### src/rtl/branch_compare_serial_if.sv
// Request/result bundle for the serial branch comparator.
//   start     : request a compare (honoured only when the unit is idle or finishing)
//   a, b      : operands rs1 / rs2
//   is_signed : 1 = two's-complement ordering, 0 = unsigned
//   funct3    : branch condition selector
//   busy      : high while nibbles are being processed
//   done      : one-cycle pulse when gt/lt/eq/taken are fresh
//   gt/lt/eq  : magnitude relation of a to b
//   taken     : branch condition result
interface branch_compare_serial_if #(
  parameter int unsigned WIDTH = 32
);
  logic             start;
  logic [WIDTH-1:0] a;
  logic [WIDTH-1:0] b;
  logic             is_signed;
  logic [2:0]       funct3;
  logic             busy;
  logic             done;
  logic             gt;
  logic             lt;
  logic             eq;
  logic             taken;

  // Issuing stage side
  modport master (
    output start, a, b, is_signed, funct3,
    input  busy, done, gt, lt, eq, taken
  );

  // Comparator side
  modport slave (
    input  start, a, b, is_signed, funct3,
    output busy, done, gt, lt, eq, taken
  );
endinterface

### src/rtl/branch_compare_serial.sv
// Serial magnitude comparator for the branch unit and SLT/SLTU path.
// One 4-bit slice is reused for WIDTH/4 cycles, least-significant nibble first; the slice's
// gt/lt/eq outputs are registered and cascaded into the next nibble, so a more-significant
// nibble that differs always overrides whatever the lower nibbles decided.
// Ports:
//   clk   : clock, rising edge
//   rst_n : asynchronous active-low reset
//   bus   : branch_compare_serial_if slave (start/a/b/is_signed/funct3 in,
//           busy/done/gt/lt/eq/taken out)
module branch_compare_serial #(
  parameter int unsigned WIDTH = 32
) (
  input logic                  clk,
  input logic                  rst_n,
  branch_compare_serial_if.slave bus
);

  localparam int unsigned NIB  = WIDTH / 4;
  localparam int unsigned IDXW = (NIB > 1) ? $clog2(NIB) : 1;
  localparam logic [IDXW-1:0] IdxLast = IDXW'(NIB - 1);

  localparam logic [1:0] StIdle = 2'd0;
  localparam logic [1:0] StRun  = 2'd1;
  localparam logic [1:0] StDone = 2'd2;

  logic [1:0]       state_q, state_d;
  logic [IDXW-1:0]  idx_q, idx_d;
  logic [WIDTH-1:0] a_q, a_d;
  logic [WIDTH-1:0] b_q, b_d;
  logic             sgn_q, sgn_d;
  logic [2:0]       f3_q, f3_d;
  logic             cas_gt_q, cas_gt_d;
  logic             cas_lt_q, cas_lt_d;
  logic             cas_eq_q, cas_eq_d;
  logic             gt_q, gt_d;
  logic             lt_q, lt_d;
  logic             eq_q, eq_d;
  logic             taken_q, taken_d;

  logic [3:0] nib_a, nib_b;
  logic       s_gt, s_lt, s_eq;
  logic       last;

  function automatic logic taken_of(input logic [2:0] f3, input logic e, input logic l);
    logic t;
    t = 1'b0;
    case (f3)
      3'b000:  t = e;
      3'b001:  t = ~e;
      3'b100:  t = l;
      3'b101:  t = ~l;
      3'b110:  t = l;
      3'b111:  t = ~l;
      default: t = 1'b0;
    endcase
    return t;
  endfunction

  assign last = (idx_q == IdxLast);

  // Nibble select and the 4-bit cascaded comparator slice
  always_comb begin
    nib_a = a_q[{idx_q, 2'b00} +: 4];
    nib_b = b_q[{idx_q, 2'b00} +: 4];
    // Flipping the sign bit on the top nibble turns two's-complement order into unsigned order
    if (sgn_q && last) begin
      nib_a[3] = ~nib_a[3];
      nib_b[3] = ~nib_b[3];
    end
    s_gt = (nib_a > nib_b) | ((nib_a == nib_b) & cas_gt_q);
    s_lt = (nib_a < nib_b) | ((nib_a == nib_b) & cas_lt_q);
    s_eq = (nib_a == nib_b) & cas_eq_q;
  end

  always_comb begin
    state_d  = state_q;
    idx_d    = idx_q;
    a_d      = a_q;
    b_d      = b_q;
    sgn_d    = sgn_q;
    f3_d     = f3_q;
    cas_gt_d = cas_gt_q;
    cas_lt_d = cas_lt_q;
    cas_eq_d = cas_eq_q;
    gt_d     = gt_q;
    lt_d     = lt_q;
    eq_d     = eq_q;
    taken_d  = taken_q;

    case (state_q)
      StIdle, StDone: begin
        if (bus.start) begin
          a_d      = bus.a;
          b_d      = bus.b;
          sgn_d    = bus.is_signed;
          f3_d     = bus.funct3;
          cas_gt_d = 1'b0;
          cas_lt_d = 1'b0;
          cas_eq_d = 1'b1;
          idx_d    = '0;
          state_d  = StRun;
        end else begin
          state_d  = StIdle;
        end
      end
      StRun: begin
        cas_gt_d = s_gt;
        cas_lt_d = s_lt;
        cas_eq_d = s_eq;
        if (last) begin
          // Outputs only ever see the final cascade result
          gt_d    = s_gt;
          lt_d    = s_lt;
          eq_d    = s_eq;
          taken_d = taken_of(f3_q, s_eq, s_lt);
          idx_d   = '0;
          state_d = StDone;
        end else begin
          idx_d   = idx_q + IDXW'(1);
        end
      end
      default: state_d = StIdle;
    endcase
  end

  always_ff @(posedge clk or negedge rst_n) begin
    if (!rst_n) begin
      state_q  <= StIdle;
      idx_q    <= '0;
      a_q      <= '0;
      b_q      <= '0;
      sgn_q    <= 1'b0;
      f3_q     <= 3'b000;
      cas_gt_q <= 1'b0;
      cas_lt_q <= 1'b0;
      cas_eq_q <= 1'b0;
      gt_q     <= 1'b0;
      lt_q     <= 1'b0;
      eq_q     <= 1'b0;
      taken_q  <= 1'b0;
    end else begin
      state_q  <= state_d;
      idx_q    <= idx_d;
      a_q      <= a_d;
      b_q      <= b_d;
      sgn_q    <= sgn_d;
      f3_q     <= f3_d;
      cas_gt_q <= cas_gt_d;
      cas_lt_q <= cas_lt_d;
      cas_eq_q <= cas_eq_d;
      gt_q     <= gt_d;
      lt_q     <= lt_d;
      eq_q     <= eq_d;
      taken_q  <= taken_d;
    end
  end

  assign bus.busy  = (state_q == StRun);
  assign bus.done  = (state_q == StDone);
  assign bus.gt    = gt_q;
  assign bus.lt    = lt_q;
  assign bus.eq    = eq_q;
  assign bus.taken = taken_q;

endmodule

### src/flat_wrapper.sv
// flat-port wrapper written by rule: the top's interface ports become plain ports
module branch_compare_serial_flat 
#(
  parameter int unsigned WIDTH = 32
)
  (clk, rst_n, bus_start, bus_a, bus_b, bus_is_signed, bus_funct3, bus_busy, bus_done, bus_gt, bus_lt, bus_eq, bus_taken);
  branch_compare_serial_if #(.WIDTH(WIDTH)) bus_i ();
  input logic clk;
  input logic rst_n;
  input wire logic [$bits(bus_i.start)-1:0] bus_start;
  input wire logic [$bits(bus_i.a)-1:0] bus_a;
  input wire logic [$bits(bus_i.b)-1:0] bus_b;
  input wire logic [$bits(bus_i.is_signed)-1:0] bus_is_signed;
  input wire logic [$bits(bus_i.funct3)-1:0] bus_funct3;
  output wire logic [$bits(bus_i.busy)-1:0] bus_busy;
  output wire logic [$bits(bus_i.done)-1:0] bus_done;
  output wire logic [$bits(bus_i.gt)-1:0] bus_gt;
  output wire logic [$bits(bus_i.lt)-1:0] bus_lt;
  output wire logic [$bits(bus_i.eq)-1:0] bus_eq;
  output wire logic [$bits(bus_i.taken)-1:0] bus_taken;
  assign bus_i.start = bus_start;
  assign bus_i.a = bus_a;
  assign bus_i.b = bus_b;
  assign bus_i.is_signed = bus_is_signed;
  assign bus_i.funct3 = bus_funct3;
  assign bus_busy = bus_i.busy;
  assign bus_done = bus_i.done;
  assign bus_gt = bus_i.gt;
  assign bus_lt = bus_i.lt;
  assign bus_eq = bus_i.eq;
  assign bus_taken = bus_i.taken;
  branch_compare_serial #(.WIDTH(WIDTH)) u_core (.clk(clk), .rst_n(rst_n), .bus(bus_i));
endmodule
### config.mk
export PLATFORM = sky130hd
export DESIGN_NAME = branch_compare_serial_flat
export DESIGN_NICKNAME = d
export VERILOG_FILES = /design/src/rtl/branch_compare_serial_if.sv /design/src/rtl/branch_compare_serial.sv /design/src/flat_wrapper.sv
export SDC_FILE = /design/constraint.sdc
export NUM_CORES = 1
export LEC_CHECK = 0
export CAP_MARGIN = 25
export CORE_MARGIN = 1
export CORE_UTILIZATION = 50
export DETAILED_ROUTE_END_ITERATION = 12
export PLACE_DENSITY = 0.78
export SYNTH_ARGS = -nofsm -noshare
export SYNTH_HDL_FRONTEND = slang
export SYNTH_SLANG_ARGS = --single-unit
### constraint.sdc
create_clock -name clk -period 3.6 [get_ports clk]
set_clock_uncertainty 0.05 [all_clocks]
set_input_delay 0.72 -clock clk [delete_from_list [all_inputs] [get_ports clk]]
set_output_delay 0.72 -clock clk [all_outputs]
set_load 0.02 [all_outputs]
### Sizing map, run 1

Bar = 20 microns.
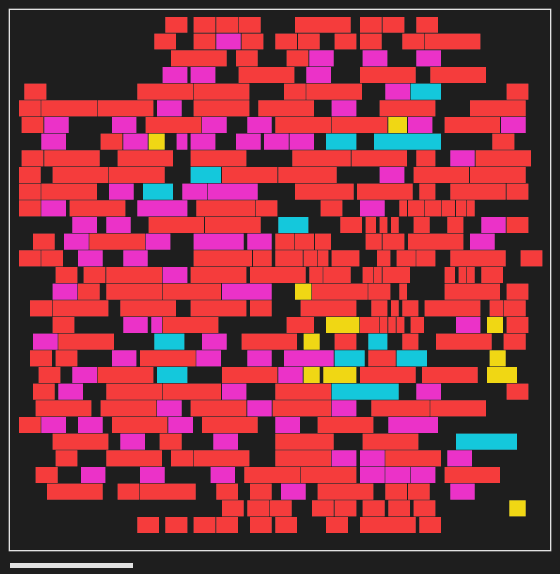
_6 and larger -> cyan  # cells 13, most used clkbuf_8
_3 and _4 cells -> yellow  # cells 11, most used buf_4
_0 and _1 cells -> red  # cells 218, most used dfrtp_1
_2 cells -> magenta  # cells 79, most used mux2_2
Finished Cell Area: 0.00480 sq mm
post-layout worst setup margin: 657 ps
area delta synth->final: 29.4%
non-clock buffer count: 82

### Routing congestion, run 1

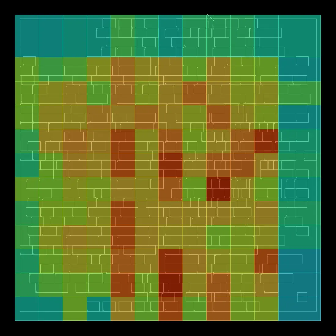
met1 usage in global routing: 0.288
Most Crowded Layer GR: met2

### M2 wires, run 1

Bar = 20 microns.
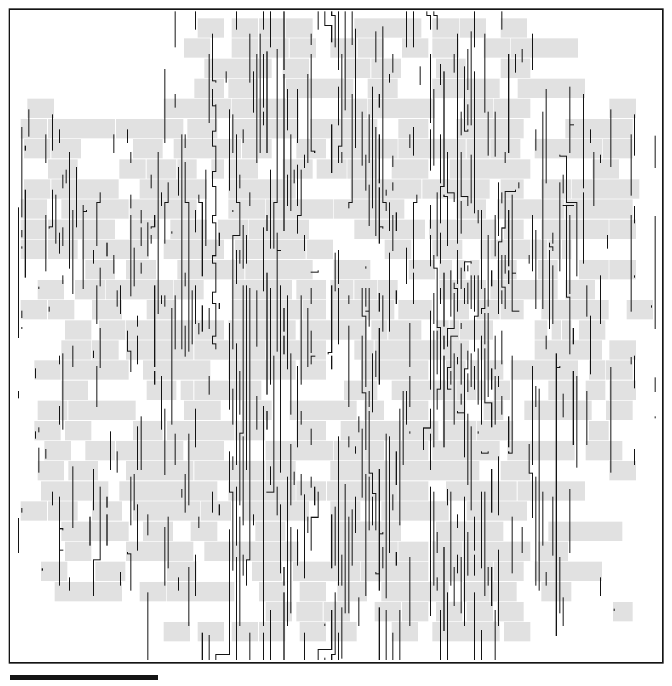
nets with wire on the layer = 361
main direction = vertical
share of all routed wire = 49%
longest straight run = 38.1 microns
wire length on this layer = 3560 microns
Total Wirelength: 7200 microns
met2 Track Usage GR: 0.342

-- run 1: critical path, delay by kind of cell (launching register included) --
family,cells,cell delay [ps]
adder cells (fa/ha/maj),1,310
buffers and inverters,1,230
AND/OR/NAND/NOR,1,270
AND-OR/OR-AND,2,350
flip-flops,1,360
multiplexers,3,1260
-- run 1: cell families (layout without fill, tap and decap cells) --
logic type,Yosys count,in the layout,share of synthesized area
buffers and inverters,16,101,0.0253
and+or+nand+nor,21,21,0.0324
DFF,80,80,0.540
adders and majority gates,6,6,0.0202
AOI/OAI and AO/OA,17,17,0.0327
muxes,94,94,0.345
xor gates and xnor gates,2,2,0.00473
-- run 1: report_power, final --
group / switching [mW] / total [mW] / internal [mW]
combinational: 0.733 / 1.84 / 1.11
clock: 0.327 / 0.718 / 0.392
sequential: 0.314 / 1.66 / 1.35
==> run notes, run 1 <==
flow finished, numbers: Max Root-Sink Buffers 2, max incr delay on CP 610 ps, inverter count 3, layout filler cell count 536, NonClk Buf Share 0.172, Seq/total area 0.417, Routed wire per std cell between 15 and 20 microns, Critical Path, Cell by Cell buf_4 -> mux4_1 -> mux2_4 -> ha_1 -> and4_1 -> mux2_2 -> o31ai_1 -> o211ai_1, period utilisation layout 0.818, critical path class flip-flop to flip-flop, final setup fails 0, hpwl dp 5280 microns, placer congestion estimate 0.766, Setup Fix Bufs, Post-CTS 0, chip area 0.00776 sq mm, Insertion Delay late pin approximately 340 ps, final setup TNS 0 ps, largest net degree at the start of global routing 81, vias in the first global route 2423, number of enable flip-flop cells 0, top sig layer met4, crit path to u_core.bus.taken$_DFFE_PN0P_, ys cells 236, synth warn 0, Synth top cells by count 80 x dfrtp_1, 71 x mux2_2, 10 x mux4_1, Max-area cell share 0.540, Yosys reg bits 80, max-cap viol count 0, LEAKAGE 1.98 nW, number of tapcells roughly 99, Sequential Area 0.00200 sq mm, number of cell rows 31, Final Hold Fails 0, outcome complete, but fails checks, initial antenna violation count 0, count of antenna-violating nets left after detailed routing 0, power per cell area a little under 900 mW/mm^2, Main synth FF type dfrtp_1, chip width 88.1 microns, HP Class input pin to async pin, most numerous logic cells after layout 80 x dfrtp_1, 75 x clkdlybuf4s50_1, 71 x mux2_2, Tot Pwr around 4.2 mW, Reg2Reg Depth 8, gr usage total 0.211, Cells after DPL roughly 400, top post-synthesis cells by area dfrtp_1 54%, mux2_2 22%, mux4_1 7.1%, most numerous logic cell after layout dfrtp_1, first-pass GRT wire length 12100 microns, DR DRC count 2, non-filler cells, final 420, async set or reset register ratio after synthesis 1.00, post-cts repair resize count 0, Min Hold Slack 205 ps, Max Freq 0.340 GHz, Core ar. 0.00721 sq mm, Met2 Wirelength 3560 microns, Die Span Y 88.1 microns, FP Util 0.514, Critical Path Start u_core.idx_q[0]$_DFFE_PN0P_, CTS root buffer clkbuf_8, crit path DAT slightly above 3000 ps, layout cells sized above 1 0.321, crit end category flip-flop, CTS H-tree lvls 3, CP required about 3800 ps, VDD IR max around 390 uV, Worst setup SP type flip-flop, clock slew at reported path FFs around 80 ps, Multi-In Gates 140, failing checks design-rule violations
### The metal 1 layer, run 1

Bar = 20 microns. Supply wires on this layer in gray.
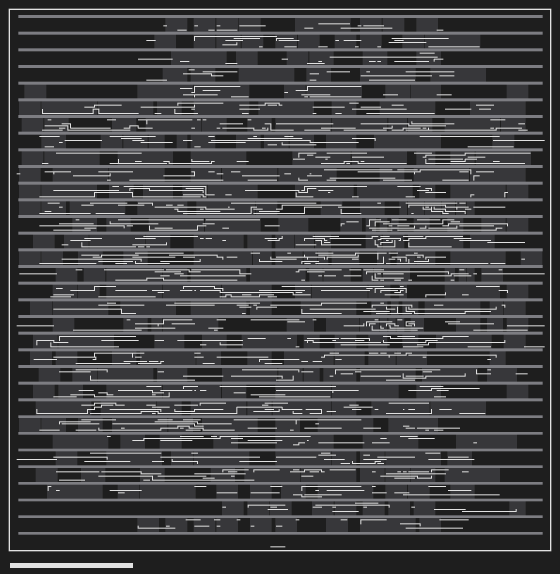

==> run 2, diff against run 1 <==
- clock period: 3.6 -> 2.75 ns (I/O delays scaled with it)
### The metal 1 layer, run 2

Bar = 20 microns. Supply wires on this layer in gray.
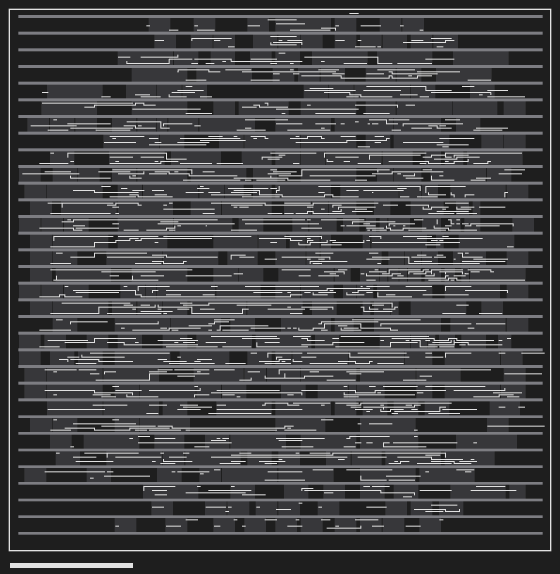
longest straight run = 34.5 microns
share of all routed wire = 45%
via count: 2360
Total Wirelength: 7790 microns
met1 usage in global routing: 0.291

### M2 wires, run 2

Bar = 20 microns.
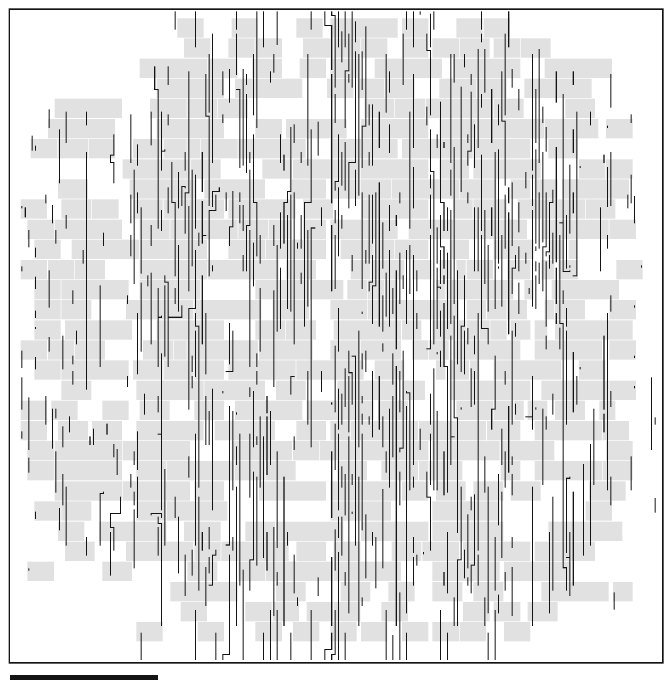
main direction = vertical
share of all routed wire = 49%
nets with wire on the layer = 377
wire length on this layer = 3810 microns
met2 Track Usage GR: 0.353

### Close-up of the layout, run 2

Bar = 10 microns. Window x 24 to 64, y 6 to 46 microns. Cells in gray, sequential cells in the stronger gray; small squares are vias.
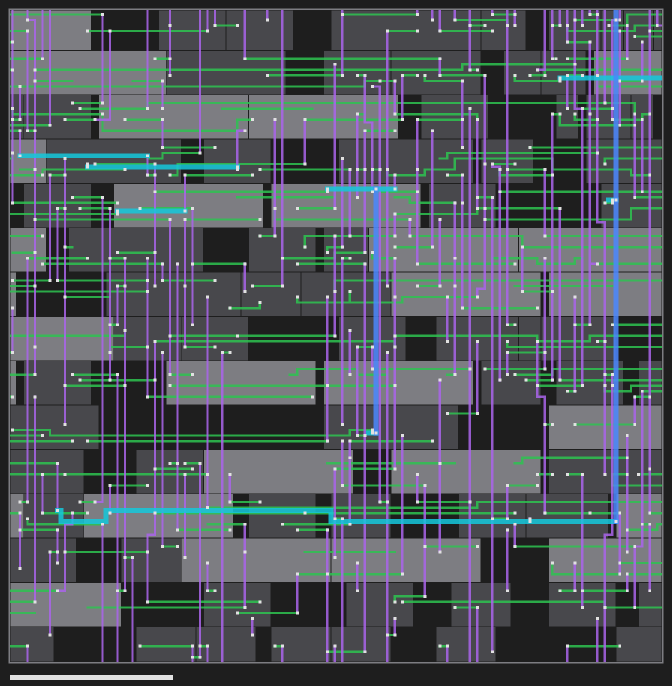
metal 1 -> green
metal 4 -> blue
metal 3 -> cyan
metal 2 -> purple
netlist names of flops here include = `u_core.a_q` (18), `u_core.idx_q` (2)
sequential cells in the window = 21
cells with their middle in the window = 83
most frequent = dfrtp_1 (20), mux2_2 (19), clkdlybuf4s50_1 (11)

==> run notes, run 2 <==
flow finished, numbers: CTS root buffer clkbuf_8, LEAKAGE 2.04 nW (+3.0%), adder-cell share of the synthesized area 0.0202 (unchanged), Critical Path Start u_core.idx_q[0]$_DFFE_PN0P_, power per cell area 1260 mW/mm^2 (+43%), clock buffer count 11, Clock power frac 0.138 (-0.032), Psw 2.10 mW (+53%), DR DRC count 0 (-2), synth warn 0 (unchanged), count of antenna-violating nets left after detailed routing 0 (unchanged), Finished Cell Area 0.00499 sq mm (+4.0%), area delta synth->final 34.6%, Worst setup SP type flip-flop, Setup Fix Bufs, Post-CTS 4 (+4), outcome complete, but fails checks, clock slew at reported path FFs 80 ps (about the same), VDD IR max 616 uV (+60%), Main synth FF type dfrtp_1, Comb power frac 0.519 (+0.083), Die Span Y 88.1 microns (unchanged), gr usage total 0.220 (+0.00859), inverter count 3 (unchanged), Multiplexer share 0.345 (unchanged), number of tapcells 99 (unchanged), final setup fails 1 (+1), period utilisation layout 1.01 (+0.191), crit end category flip-flop, placed cell area 0.00465 sq mm, Min Hold Slack 57.0 ps (-148 ps), ys cells 236 (unchanged), Routed wire per std cell 18.0 microns (+5.0%), post-layout worst setup margin -24.5 ps (-681 ps), Yosys reg bits 80 (unchanged), Final nets 406, xor+xnor area frac 0.00472 (unchanged), vias in the first global route 2474 (+2.1%), max-cap viol count 0 (unchanged), Reg2Reg Depth 9 (+1), layout filler cell count 524 (-2.2%), Final Hold Fails 0 (unchanged), hpwl dp 5140 microns (-2.5%), Core ar. 0.00721 sq mm (unchanged), final setup TNS -24.5 ps (-24.5 ps), async set or reset register ratio after synthesis 1.00 (unchanged), Post-Syn Instances 236, crit path to u_core.bus.taken$_DFFE_PN0P_, Met2 Wirelength 3810 microns (+7.1%), Logic family by area multiplexers, P_int 4.17 mW (+46%), initial antenna violation count 0 (unchanged), Seq/total area 0.402 (-0.0157), Most Crowded Layer GR met2, failing checks negative setup slack, first-pass GRT wire length 12300 microns (+1.8%), crit path DAT 2950 ps (-160 ps), Cells after DPL 411 (+2.0%), chip area 0.00776 sq mm (unchanged), non-clock buffer count 95 (+16%), Sequential Area 0.00200 sq mm (about the same), FP Util 0.514 (unchanged), Max Root-Sink Buffers 2 (unchanged), top post-synthesis cells by area dfrtp_1 54%, mux2_2 22%, mux4_1 7.1%, most numerous logic cell after layout dfrtp_1, non-filler cells, final 433 (+3.1%), critical path class flip-flop to flip-flop, most numerous logic cells after layout 79 x dfrtp_1, 75 x clkdlybuf4s50_1, 70 x mux2_2, largest net degree at the start of global routing 81 (unchanged), chip width 88.1 microns (unchanged), NonClk Buf Share 0.200 (+0.0286), number of cell rows 31 (unchanged), top sig layer met4, Insertion Delay late pin 350 ps (about the same), Reg power frac 0.343 (-0.051), Slew @ Worst Pin around 580 ps, Simple Share, Synth 0.0324 (unchanged), Max Freq 0.360 GHz (+6.1%), Multi-In Gates 140 (unchanged), post-synth top area cell dfrtp_1, Critical Path, Cell by Cell buf_6 -> mux4_2 -> mux2i_2 -> xnor2_1 -> ha_1 -> and4_4 -> mux2_4 -> o31ai_4 -> o211ai_1, Synth top cells by count 80 x dfrtp_1, 71 x mux2_2, 10 x mux4_1, Tot Pwr 6.26 mW (+48%), switching portion of total power 0.335 (+0.00920), CP required 2920 ps (-840 ps), max incr delay on CP 520 ps (-90 ps), HP Class input pin to async pin
## run 2: worst max-delay path, delay by kind of cell (launching register included)
family                     cells  cell delay (ps)
and+or+nand+nor                1              240
xor gates and xnor gates       1              110
DFF                            1              430
adders and majority gates      1              310
muxes                          3             1030
buffers and inverters          1              150
AOI/OAI and AO/OA              2              310
## run 2: power groups by stage
stage	clock [mW]	sequential (mW)	combinational, mW
final	0.866	2.15	3.25
after floorplan	0	2.00	1.96
after detailed placement	0	2.13	2.73
after CTS	0.879	2.13	2.99
after global placement	0	2.13	2.62
after global routing	0.936	2.21	3.50
Power figures rest on the tool's default switching activity, not on a simulated workload.
